`src/rtl/spi_slave_responder.sv`:
```
// SPI slave running in the system clock domain: synchronises the SPI pins, supports all four
// CPOL/CPHA modes, and serves MISO from a single-entry transmit buffer.
module spi_slave_responder #(
  parameter int WIDTH       = 8,
  parameter int SYNC_STAGES = 2
) (
  input  logic             clk,
  input  logic             reset,
  input  logic             CPOL,
  input  logic             CPHA,
  input  logic             sclk,
  input  logic             ss_n,
  input  logic             mosi,
  output logic             miso,
  output logic             miso_oe,
  input  logic [WIDTH-1:0] tx_data,
  input  logic             tx_load,
  output logic             tx_ready,
  output logic [WIDTH-1:0] rx_data,
  output logic             rx_valid,
  output logic             tx_underrun,
  output logic             abort
);

  localparam int CNT_W = $clog2(WIDTH + 1);

  typedef enum logic [1:0] {WAIT, IDLE, ACTIVE} state_t;

  state_t state, state_next;

  logic [SYNC_STAGES-1:0] sclk_sync, ss_n_sync, mosi_sync;
  logic                   sclk_s, ss_n_s, mosi_s;
  logic                   sclk_prev;
  logic                   cpol_l, cpha_l;
  logic                   first_shift;
  logic [CNT_W-1:0]       bit_cnt, tx_cnt;
  logic [WIDTH-1:0]       tx_shift;
  logic [WIDTH-2:0]       rx_shift;
  logic [WIDTH-1:0]       rx_word;
  logic [WIDTH-1:0]       buf_data;
  logic                   buf_full;

  logic frame_start, frame_end;
  logic lead_edge, trail_edge, sample_edge, shift_edge;
  logic skip_shift, reload, consume, load_ok;

  always_ff @(posedge clk or negedge reset) begin
    if (!reset) begin
      sclk_sync <= '0;
      ss_n_sync <= '0;
      mosi_sync <= '0;
    end else begin
      sclk_sync <= {sclk_sync[SYNC_STAGES-2:0], sclk};
      ss_n_sync <= {ss_n_sync[SYNC_STAGES-2:0], ss_n};
      mosi_sync <= {mosi_sync[SYNC_STAGES-2:0], mosi};
    end
  end

  assign sclk_s = sclk_sync[SYNC_STAGES-1];
  assign ss_n_s = ss_n_sync[SYNC_STAGES-1];
  assign mosi_s = mosi_sync[SYNC_STAGES-1];

  always_ff @(posedge clk or negedge reset) begin
    if (!reset) state <= WAIT;
    else        state <= state_next;
  end

  // WAIT holds off frame detection until SS_n has been seen high at least once.
  always_comb begin
    state_next  = state;
    frame_start = 1'b0;
    frame_end   = 1'b0;
    miso        = 1'b0;
    miso_oe     = 1'b0;
    case (state)
      WAIT: if (ss_n_s) state_next = IDLE;
      IDLE: begin
        if (!ss_n_s) begin
          state_next  = ACTIVE;
          frame_start = 1'b1;
        end
      end
      ACTIVE: begin
        miso    = tx_shift[WIDTH-1];
        miso_oe = 1'b1;
        if (ss_n_s) begin
          state_next = IDLE;
          frame_end  = 1'b1;
        end
      end
      default: state_next = WAIT;
    endcase
  end

  always_comb begin
    lead_edge   = (state == ACTIVE) && !ss_n_s && (sclk_prev == cpol_l) && (sclk_s != cpol_l);
    trail_edge  = (state == ACTIVE) && !ss_n_s && (sclk_prev != cpol_l) && (sclk_s == cpol_l);
    sample_edge = cpha_l ? trail_edge : lead_edge;
    shift_edge  = cpha_l ? lead_edge : trail_edge;
    skip_shift  = cpha_l && first_shift;
    reload      = shift_edge && !skip_shift && (tx_cnt == CNT_W'(WIDTH - 1));
    consume     = frame_start || reload;
    load_ok     = tx_load && !buf_full;
    rx_word     = {rx_shift, mosi_s};
  end

  assign tx_ready = !buf_full;

  // A consume and a load in the same cycle leave the buffer full with the new word.
  always_ff @(posedge clk or negedge reset) begin
    if (!reset) begin
      sclk_prev   <= 1'b0;
      cpol_l      <= 1'b0;
      cpha_l      <= 1'b0;
      first_shift <= 1'b0;
      bit_cnt     <= '0;
      tx_cnt      <= '0;
      tx_shift    <= '0;
      rx_shift    <= '0;
      rx_data     <= '0;
      rx_valid    <= 1'b0;
      tx_underrun <= 1'b0;
      abort       <= 1'b0;
      buf_data    <= '0;
      buf_full    <= 1'b0;
    end else begin
      sclk_prev   <= sclk_s;
      rx_valid    <= 1'b0;
      tx_underrun <= 1'b0;
      abort       <= 1'b0;

      if (consume) begin
        buf_full <= 1'b0;
        if (!buf_full) tx_underrun <= 1'b1;
      end
      if (load_ok) begin
        buf_full <= 1'b1;
        buf_data <= tx_data;
      end

      if (frame_start) begin
        cpol_l      <= CPOL;
        cpha_l      <= CPHA;
        tx_shift    <= buf_full ? buf_data : '0;
        bit_cnt     <= '0;
        tx_cnt      <= '0;
        first_shift <= 1'b1;
      end

      if (frame_end) begin
        if (bit_cnt != '0) abort <= 1'b1;
        bit_cnt <= '0;
      end

      if (sample_edge) begin
        rx_shift <= rx_word[WIDTH-2:0];
        if (bit_cnt == CNT_W'(WIDTH - 1)) begin
          rx_data  <= rx_word;
          rx_valid <= 1'b1;
          bit_cnt  <= '0;
        end else begin
          bit_cnt <= bit_cnt + CNT_W'(1);
        end
      end

      // With CPHA=1 the first shift edge only arms shifting; the MSB is already on MISO.
      if (shift_edge) begin
        first_shift <= 1'b0;
        if (!skip_shift) begin
          if (tx_cnt == CNT_W'(WIDTH - 1)) begin
            tx_shift <= buf_full ? buf_data : '0;
            tx_cnt   <= '0;
          end else begin
            tx_shift <= {tx_shift[WIDTH-2:0], 1'b0};
            tx_cnt   <= tx_cnt + CNT_W'(1);
          end
        end
      end
    end
  end

endmodule

```
`config.mk`:
```
export PLATFORM = sky130hd
export DESIGN_NAME = spi_slave_responder
export DESIGN_NICKNAME = d
export VERILOG_FILES = /design/src/rtl/spi_slave_responder.sv
export SDC_FILE = /design/constraint.sdc
export NUM_CORES = 1
export LEC_CHECK = 0
export CORE_MARGIN = 4
export CORE_UTILIZATION = 40
export DETAILED_ROUTE_END_ITERATION = 10
export PLACE_DENSITY = 0.71
export SETUP_SLACK_MARGIN = 0.1
export SYNTH_ARGS = -nofsm -noshare
export SYNTH_HDL_FRONTEND = slang
export SYNTH_SLANG_ARGS = --single-unit
```
`constraint.sdc`:
```
create_clock -name clk -period 2.3 [get_ports clk]
set_input_delay 0.575 -clock clk [delete_from_list [all_inputs] [get_ports clk]]
set_output_delay 0.575 -clock clk [all_outputs]
set_load 0.1 [all_outputs]
```
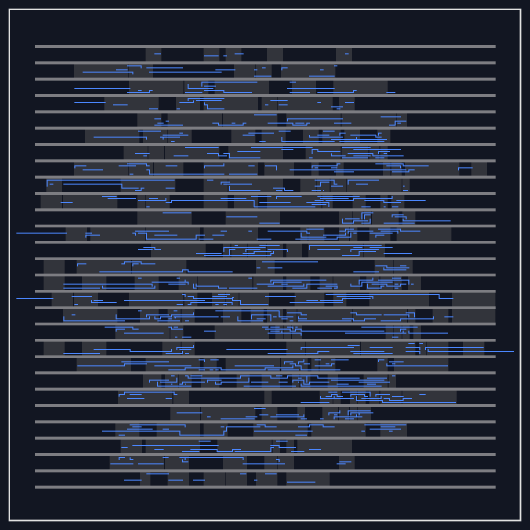
run_1/m1.png
Scale: 6 px per micron. Supply wires on this layer in gray. Cells faint in the background.
wire length on this layer: 1940 microns
nets with wire on the layer: 214
main direction: horizontal

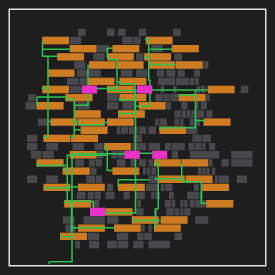
run_1/clock_wires.png
Scale: 3 px per micron.
[orange] flip-flops | count: 55
[magenta] clock-net drivers | count: 5
[green] clock wires | length: 609 microns
routed clock nets: 6
skew final: 11.7 ps
Skew-Pair Late Insertion Delay: 310 ps
Clk network pwr share: 22.2%
clk pwr: 0.531 mW

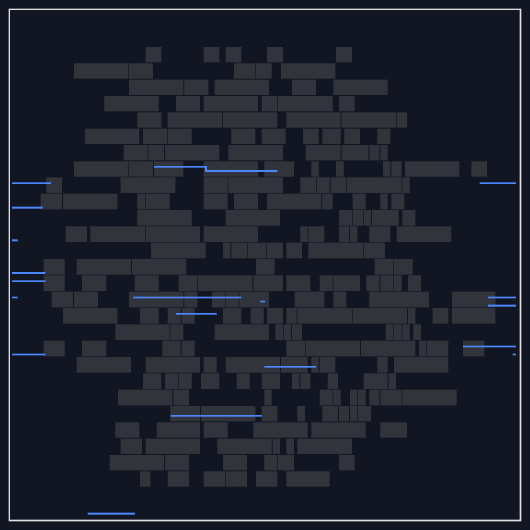
run_1/m3.png
Scale: 6 px per micron. Cells faint in the background.
main direction: horizontal
nets with wire on the layer: 16
share of all routed wire: 3.3%
wire length on this layer: 128 microns
longest straight run: 17.7 microns

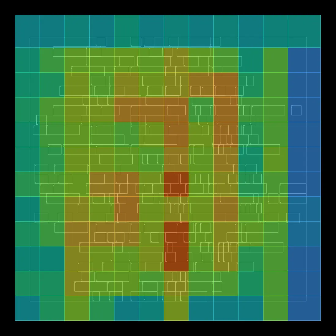
run_1/congestion_map.png
met1 GRT Util: 16.9%
gr usage total: 11.8%

run 1: routing by layer:
layer	vias up	track usage [%]	part of all wire (%)	routed length (microns)
li1	739	-	-	-
met1	730	16.9	50	1940
met5	-	0	0	0
met3	5	3.01	3.3	127
met4	0	4.75	1.9	76
met2	22	16.9	45	1760
run 1: worst max path at each step:
stage,startpoint,end,cells past startpoint
3_3_place_gp,cpol_l,rx_data[3],5
2_1_floorplan,state[0],miso,2
6_report,cpol_l,rx_data[2],5
4_1_cts,cpol_l,rx_data[2],5
3_5_place_dp,cpol_l,rx_data[2],5
5_1_grt,cpol_l,rx_data[2],5
run 1: logic make-up (layout without fill, tap and decap cells):
group                    count (synthesis)  count (layout)
buffers and inverters                    9              44
AND-OR/OR-AND                           25              25
AND/OR/NAND/NOR                         69              69
adder cells (fa/ha/maj)                  3               3
XOR/XNOR                                 2               2
multiplexers                            27              27
flip-flops                              55              55
run 1: layout make-up:
class | instances | share of cell area, %
inverters | 3 | 0.395
repair buffers | 33 | 11.6
multi-input cells | 126 | 33.5
clock inverters | 2 | 0.570
well taps | 72 | 3.16
clock buffers | 6 | 2.54
flip-flops and latches | 55 | 48.2
run 1: critical path, cell delays in order (launching register included):
cell     delay, ps
dfrtp_1        480
xor2_1         280
mux2i_1        300
nand2_2        110
nor3_4         370
mux2_2         390
run 1: sequential cells by signal, summed over array words and instances, names as in the netlist, 2 cells and up:
| name | cells |
|---|---|
| buf_data | 8 |
| state | 2 |
| bit_cnt | 4 |
| sclk_sync | 2 |
| tx_shift | 8 |
| mosi_sync | 2 |
| tx_cnt | 4 |
| rx_shift | 7 |
| rx_data | 8 |
| ss_n_sync | 2 |
run 1: power breakdown:
part	leakage [nW]	switching, mW	internal (mW)
clock network	0.0418	0.312	0.219
logic	0.658	0.285	0.291
registers	0.710	0.127	1.16
==> changes_impl.md, run 1 <==
### Physical design

* Fillers at 500
* List of most frequent post-synthesis cells: 55 x dfrtp_1, 24 x mux2_2, 18 x nand2_1
* DRC errors left at 0
* Grt total ovfl at 0
* Comb area leader: simple AND/OR/NAND/NOR gates
* Clock slew at reported path FFs at 100 ps
* Diodes inserted at 0
* Final HPWL from detailed placement at 2.82 mm
* Flip-flop and latch area at 1380 sq um
* Slew headroom at 67.6%
* Yosys warns at 0
* Hold slack final at 207 ps
* Maximum vdd drop at 0.000371 V
* Critical path type: reg2reg
* Final Slew Violations at 0
* DP Area at 2760 sq um
* Fmax at 492 MHz
* Top_reg_cell synth: dfrtp_1
* Share of layout cells above drive strength 1 at 27.1%
* Row count at 27
* Flops after synth at 55
* Cell Type Count at 41
* CTS tree: built
* H-tree levels at 2
* Inserted Clock Buffers at 5
* DR vias at 1496
* Log Warnings at 27
* TNS Setup at 0 ps
* Core area at 5640 sq um
* Tmin final at 2030 ps
* Comb. cell area at 956 sq um
* Cts-stage hold buffer count at 0
* Dpl ws at 266 ps
* Final setup margin at 268 ps
* Mean Syn Cell Area at 12.5 sq um
* Hold Path Class: in2async
* Total clock sinks at 55
* Fa+ha+maj area frac at 1.58%
* FF-to-FF path depth at 5
* Leakage at 1.41 nW
* Initial antenna violation count at 0
* Area delta synth->final at 20.4%
* Pre-Place Util at 42.0%
* Largest net degree at the start of global routing at 38
* Post-Layout Inst Area at 2850 sq um
* Synthesized Nets at 209
* Dominant logic cell types in the final layout: 55 x dfrtp_1, 24 x mux2_2, 18 x nand2_1
* First-pass GRT wire length at 6.87 mm
* GP Congestion at 0.743
* Mean routed wirelength per cell at 13.1 microns
* Die W at 85.0 microns
* Sequential share of the synthesized area at 58.1%
* Worst Tran Pin Value at 485 ps
* Final hold vios at 0
* Fin crit share at 88.3%
* Post-synth area from yosys stat at 2370 sq um
* Clk root buf: clkbuf_8
* Crit path required time at 2500 ps
* CP Capture Type: register
* Synthesized instance count at 190
* Area share, top type at 58.1%
* Xor+xnor area frac at 0.739%
* Setup repair bufs after CTS at 0
* Ys async rst share at 100%
* Post-synth top area cell: dfrtp_1
* Mux area share at 12.7%
* Max Root-Sink Buffers at 2
* 1st-pass router iterations at 4
* Top cells by area: dfrtp_1 58%, mux2_2 11%, and3_1 3.4%, nand2_1 2.9%, a211o_1 2.6%
* I/O pins at 30
* Die area at 7220 sq um
* Post-Synth AOI/OAI Area at 8.87%
* EDFF count, synth at 0
* Number of port buffers at 29
* Post-cts repair resize count at 0
* RSZ-0062 raised after global routing: no
* Status: complete, no violations
* Non-Filler Instances at 297
* Vias in the first global route at 1431
* Pwr Total at 2.40 mW
* Setup violations, final at 0
run_1/m2.png
Scale: 6 px per micron.
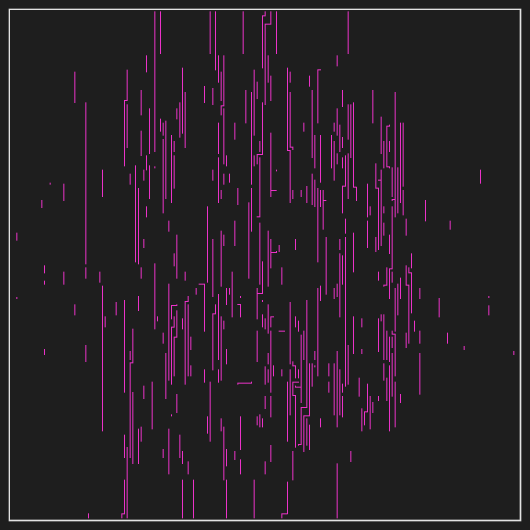

--- run 2 (diff from run 1) ---
- RECOVER_POWER: not set -> 25
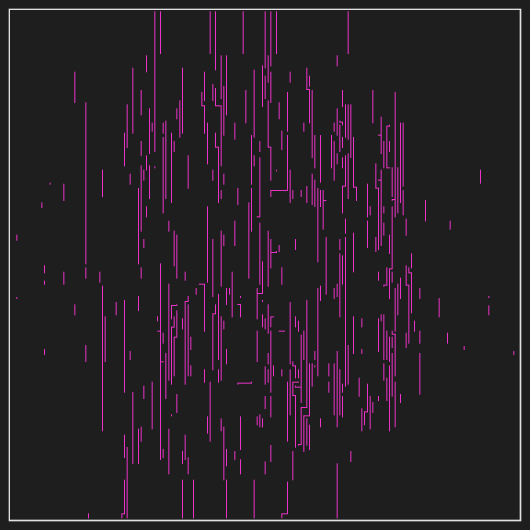
run_2/m2.png
Scale: 6 px per micron.
nets with wire on the layer: 202
wire length on this layer: 1760 microns

==> changes_impl.md, run 2 <==
### Physical design

* Status: complete, no violations (unchanged)
* FF-to-FF path depth at 5 (unchanged)
* Setup repair bufs after CTS at 0 (unchanged)
* DP Area at 2760 sq um (unchanged)
* H-tree levels at 2 (unchanged)
* Crit-path slowest cell: dfrtp_1 (unchanged)
* Top cells by area: dfrtp_1 58%, mux2_2 11%, and3_1 3.4%, nand2_1 2.9%, a211o_1 2.6% (unchanged)
* I/O pins at 30 (unchanged)
* Buffers & Inverters on Critical Path at 0 (unchanged)
* Crit path required time at 2500 ps (about the same)
* DRC errors left at 0 (unchanged)
* Mean routed wirelength per cell at 13.1 microns (about the same)
* Maximum vdd drop at 0.000371 V (about the same)
* GP Congestion at 0.743 (unchanged)
* Hold slack final at 359 ps (was 207 ps)
* Synthesized instance count at 190 (unchanged)
* Grt total ovfl at 0 (unchanged)
* Fin crit share at 87.9% (was 88.3%)
* EDFF count, synth at 0 (unchanged)
* Vias in the first global route at 1431 (unchanged)
* Post-synth area from yosys stat at 2370 sq um (unchanged)
* Fmax at 495 MHz (was 492 MHz)
* Number of port buffers at 29 (unchanged)
* Cts-stage hold buffer count at 0 (unchanged)
* WP depth at 5 (unchanged)
* Clock slew at reported path FFs at 90 ps (was 100 ps)
* First-pass GRT wire length at 6.87 mm (unchanged)
* Largest regs: buf_data x8, rx_data x8, tx_shift x8 (unchanged)
* CP Capture Type: register (unchanged)
* List of most frequent post-synthesis cells: 55 x dfrtp_1, 24 x mux2_2, 18 x nand2_1 (unchanged)
* Post-cts repair resize count at 0 (unchanged)
* Final HPWL from detailed placement at 2.82 mm (unchanged)
* Pre-Place Util at 42.0% (unchanged)
* Critical path type: reg2reg (unchanged)
* Pwr Total at 2.39 mW (was 2.40 mW)
* Slew headroom at 31.0% (was 67.6%)
* Worst Tran Pin Value at 1040 ps (was 485 ps)
* Die W at 85.0 microns (unchanged)
* Dpl ws at 266 ps (unchanged)
* Log Warnings at 27 (unchanged)
* Worst Setup EP: rx_data[2] (unchanged)
* RSZ-0062 raised after global routing: no (unchanged)
* Non-Filler Instances at 297 (unchanged)
* Post-synth top area cell: dfrtp_1 (unchanged)
* Mean Syn Cell Area at 12.5 sq um (unchanged)
* Top_reg_cell synth: dfrtp_1 (unchanged)
* Top Family by Delay on Critical Path: multiplexers (unchanged)
* Post-Layout Inst Area at 2840 sq um (was 2850 sq um)
* Row count at 27 (unchanged)
* TNS Setup at 0 ps (unchanged)
* Clk root buf: clkbuf_8 (unchanged)
* Area share, top type at 58.1% (unchanged)
* Yosys warns at 0 (unchanged)
* Hold Path Class: reg2reg (was in2async)
* Total clock sinks at 55 (unchanged)
* Setup violations, final at 0 (unchanged)
* Final Slew Violations at 0 (unchanged)
* Gr usage total at 11.8% (unchanged)
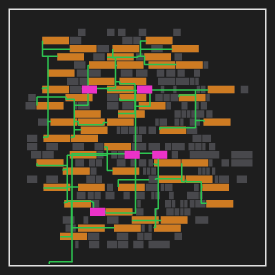
run_2/clock_wires.png
Scale: 3 px per micron.
[magenta] clock-net drivers | count: 5
[orange] flip-flops | count: 55
[green] clock wires | length: 611 microns
routed clock nets: 6
skew final: 13.4 ps
clk pwr: 0.530 mW

run 2: cell counts after synthesis:
No cell type changed its count.
run 2: worst register-to-register path: cells and delay by family, from the launching register on:
kind,cells,cell delay (ps)
and+or+nand+nor,2,470
DFF,1,480
xor gates and xnor gates,1,280
muxes,2,690
run 2: cell type report:
cell class                      instances  area (sq um)
Fill cell                             503          2810
Sequential cell                        55          1380
Multi-Input combinational cell        126           956
Timing Repair Buffer                   33           314
Tap cell                               72          90.1
Clock buffer                            6          72.6
Clock inverter                          2          16.3
Inverter                                3          11.3
run 2: kinds of logic (layout without fill, tap and decap cells):
family	count (synthesis)	count (layout)	share of synthesized area, %
XOR/XNOR	2	2	0.739
AND-OR/OR-AND	25	25	8.87
buffers and inverters	9	44	1.95
multiplexers	27	27	12.7
adder cells (fa/ha/maj)	3	3	1.58
flip-flops	55	55	58.1
AND/OR/NAND/NOR	69	69	16.1
run 2: how the worst min path moves through the flow:
stage                    to         start  cells after the start  slack, ps
5_1_grt        ss_n_sync[1]  ss_n_sync[0]                      0        370
3_3_place_gp   mosi_sync[1]  mosi_sync[0]                      0        330
2_1_floorplan         abort         reset                      0        280
3_5_place_dp   sclk_sync[1]  sclk_sync[0]                      0        340
6_report       ss_n_sync[1]  ss_n_sync[0]                      0        360
4_1_cts         first_shift         reset                      1        210
run 2: layer usage:
metal | global-route usage [%] | routed length (microns)
met1 | 16.9 | 1930
met5 | 0 | 0
met3 | 3.01 | 127
met2 | 16.9 | 1760
met4 | 4.75 | 76
run 2: power breakdown:
part           internal [mW]  total, mW  switching (mW)
clock                  0.219      0.530           0.311
combinational          0.287      0.572           0.284
sequential              1.16       1.29           0.126
--- run 3 (diff from run 2) ---
- CAP_MARGIN: not set -> 20
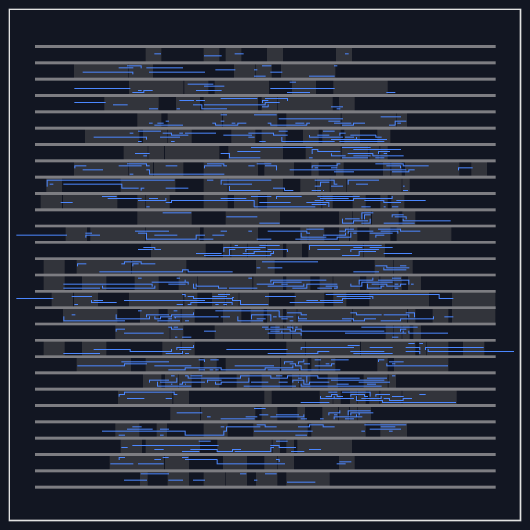
run_3/m1.png
Scale: 6 px per micron. Supply wires on this layer in gray. Cells faint in the background.
longest straight run: 21.2 microns
share of all routed wire: 50%

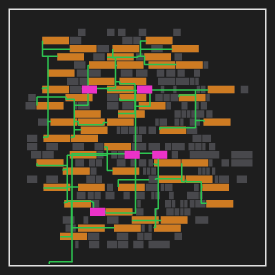
run_3/clock_wires.png
Scale: 3 px per micron.
[orange] flip-flops | count: 55
[magenta] clock-net drivers | count: 5
[green] clock wires | length: 611 microns
routed clock nets: 6

==> changes_impl.md, run 3 <==
### Physical design

* Sequential share of the synthesized area at 58.1% (unchanged)
* Flops after synth at 55 (unchanged)
* Gr usage total at 11.8% (unchanged)
* Post-synth top area cell: dfrtp_1 (unchanged)
* First-pass GRT wire length at 6.87 mm (unchanged)
* Mean Syn Cell Area at 12.5 sq um (unchanged)
* Post-synth area from yosys stat at 2370 sq um (unchanged)
* Log Warnings at 27 (unchanged)
* Maximum vdd drop at 0.000371 V (unchanged)
* Vias in the first global route at 1431 (unchanged)
* EDFF count, synth at 0 (unchanged)
* Initial antenna violation count at 0 (unchanged)
* Mean routed wirelength per cell at 13.1 microns (unchanged)
* List of most frequent post-synthesis cells: 55 x dfrtp_1, 24 x mux2_2, 18 x nand2_1 (unchanged)
* Post-cts repair resize count at 0 (unchanged)
* Final Slew Violations at 0 (unchanged)
* Number of port buffers at 29 (unchanged)
* Total clock sinks at 55 (unchanged)
* Die area at 7220 sq um (unchanged)
* Share of layout cells above drive strength 1 at 26.7% (unchanged)
* Dominant logic cell types in the final layout: 55 x dfrtp_1, 24 x mux2_2, 18 x nand2_1 (unchanged)
* Gr busiest metal: met1 (unchanged)
* CTS tree: built (unchanged)
* H-tree levels at 2 (unchanged)
* Critical path type: reg2reg (unchanged)
* Clk root buf: clkbuf_8 (unchanged)
* Top Family by Delay on Critical Path: multiplexers (unchanged)
* GP Congestion at 0.743 (unchanged)
* Core area at 5640 sq um (unchanged)
* Number of max-cap violations at 0 (unchanged)
* Fmax at 495 MHz (unchanged)
* Row count at 27 (unchanged)
* DP Area at 2760 sq um (unchanged)
* Area delta synth->final at 19.7% (unchanged)
* DR vias at 1497 (unchanged)
* Top cells by area: dfrtp_1 58%, mux2_2 11%, and3_1 3.4%, nand2_1 2.9%, a211o_1 2.6% (unchanged)
* Status: complete, no violations (unchanged)
* Final hold vios at 0 (unchanged)
* Top_reg_cell synth: dfrtp_1 (unchanged)
* Synthesized Nets at 209 (unchanged)
* Skew-Pair Late Insertion Delay at 310 ps (about the same)
* Met1 GRT Util at 16.9% (unchanged)
* Diodes inserted at 0 (unchanged)
* Post-Layout Inst Area at 2840 sq um (unchanged)
* Die W at 85.0 microns (unchanged)
* Grt total ovfl at 0 (unchanged)
* Max Root-Sink Buffers at 2 (unchanged)
* Met2 Usage GRT at 16.9% (unchanged)
* DRC errors left at 0 (unchanged)
* Flip-flop and latch area at 1380 sq um (unchanged)
* Largest net degree at the start of global routing at 38 (unchanged)
* Largest regs: buf_data x8, rx_data x8, tx_shift x8 (unchanged)
* I/O pins at 30 (unchanged)
* Fin crit share at 87.9% (unchanged)
* Leakage at 1.40 nW (unchanged)
* Fillers at 503 (unchanged)
* Non-Filler Instances at 297 (unchanged)
* Area share, top type at 58.1% (unchanged)
* Utilization after layout at 50.3% (unchanged)
* Cell Type Count at 41 (unchanged)
* Ys async rst share at 100% (unchanged)
* CP Capture Type: register (unchanged)
* Pre-Place Util at 42.0% (unchanged)
* Hold slack final at 359 ps (unchanged)
* 1st-pass router iterations at 4 (unchanged)
* Crit-path slowest cell: dfrtp_1 (unchanged)
* Synthesized instance count at 190 (unchanged)
* Slew headroom at 31.0% (unchanged)
* Skew final at 13.4 ps (unchanged)
* CP Cell Sequence: xor2_1 -> mux2i_1 -> nand2_2 -> nor3_4 -> mux2_2 (unchanged)
* Tmin final at 2020 ps (unchanged)
* RSZ-0062 raised after global routing: no (unchanged)
* Die height at 85.0 microns (unchanged)
* Worst Tran Pin Value at 1040 ps (unchanged)
* Setup repair bufs after CTS at 0 (unchanged)
* GR Util met3 at 3.01% (unchanged)
* Crit path required time at 2500 ps (about the same)
* Yosys warns at 0 (unchanged)
* Comb. cell area at 956 sq um (unchanged)
* Final HPWL from detailed placement at 2.82 mm (unchanged)
* TNS Setup at 0 ps (unchanged)
* Worst path max stage delay at 480 ps (about the same)
## run 3: cell counts after synthesis
No cell type changed its count.
## run 3: final cells by class
type                    count  share of cell area [%]
flip-flops and latches     55                    48.5
multi-input cells         126                    33.7
repair buffers             33                    11.1
well taps                  72                    3.18
clock buffers               6                    2.56
clock inverters             2                   0.573
inverters                   3                   0.397
## run 3: path summary, 6_finish.rpt
check,cells after the start,from,end,slack (ps)
setup reg to reg,5,cpol_l,rx_data[2],280
max in group asynchronous,2,reset,rx_data[1],480
setup / recovery,5,cpol_l,rx_data[2],280
hold / removal,0,ss_n_sync[0],ss_n_sync[1],360
min in group asynchronous,1,reset,first_shift,420
hold reg to reg,0,ss_n_sync[0],ss_n_sync[1],360
## run 3: report_power, final
group	switching [mW]	leakage, nW	internal, mW
registers	0.126	0.710	1.16
logic	0.284	0.651	0.287
clock network	0.311	0.0418	0.219
## run 3: kinds of logic (layout without fill, tap and decap cells)
group / count (synthesis) / in the layout / synth area share (%)
AND/OR/NAND/NOR: 69 / 69 / 16.1
buffers and inverters: 9 / 44 / 1.95
XOR/XNOR: 2 / 2 / 0.739
multiplexers: 27 / 27 / 12.7
adder cells (fa/ha/maj): 3 / 3 / 1.58
flip-flops: 55 / 55 / 58.1
AND-OR/OR-AND: 25 / 25 / 8.87
## run 3: per-stage QoR
stage               power (mW)  setup slack [ps]
detailed placement        1.89               266
finish                    2.39               278
global placement          1.88               292
CTS                       2.43               257
global route              2.54               116
floorplan                 1.70               170
## run 3: per-layer routing
| metal | up-vias | wire length, microns |
|---|---|---|
| met3 | 5 | 127 |
| met2 | 22 | 1760 |
| met4 | 0 | 76 |
| met1 | 733 | 1930 |
| met5 | - | 0 |
| li1 | 737 | - |
Power is estimated from default activity; no workload was simulated.
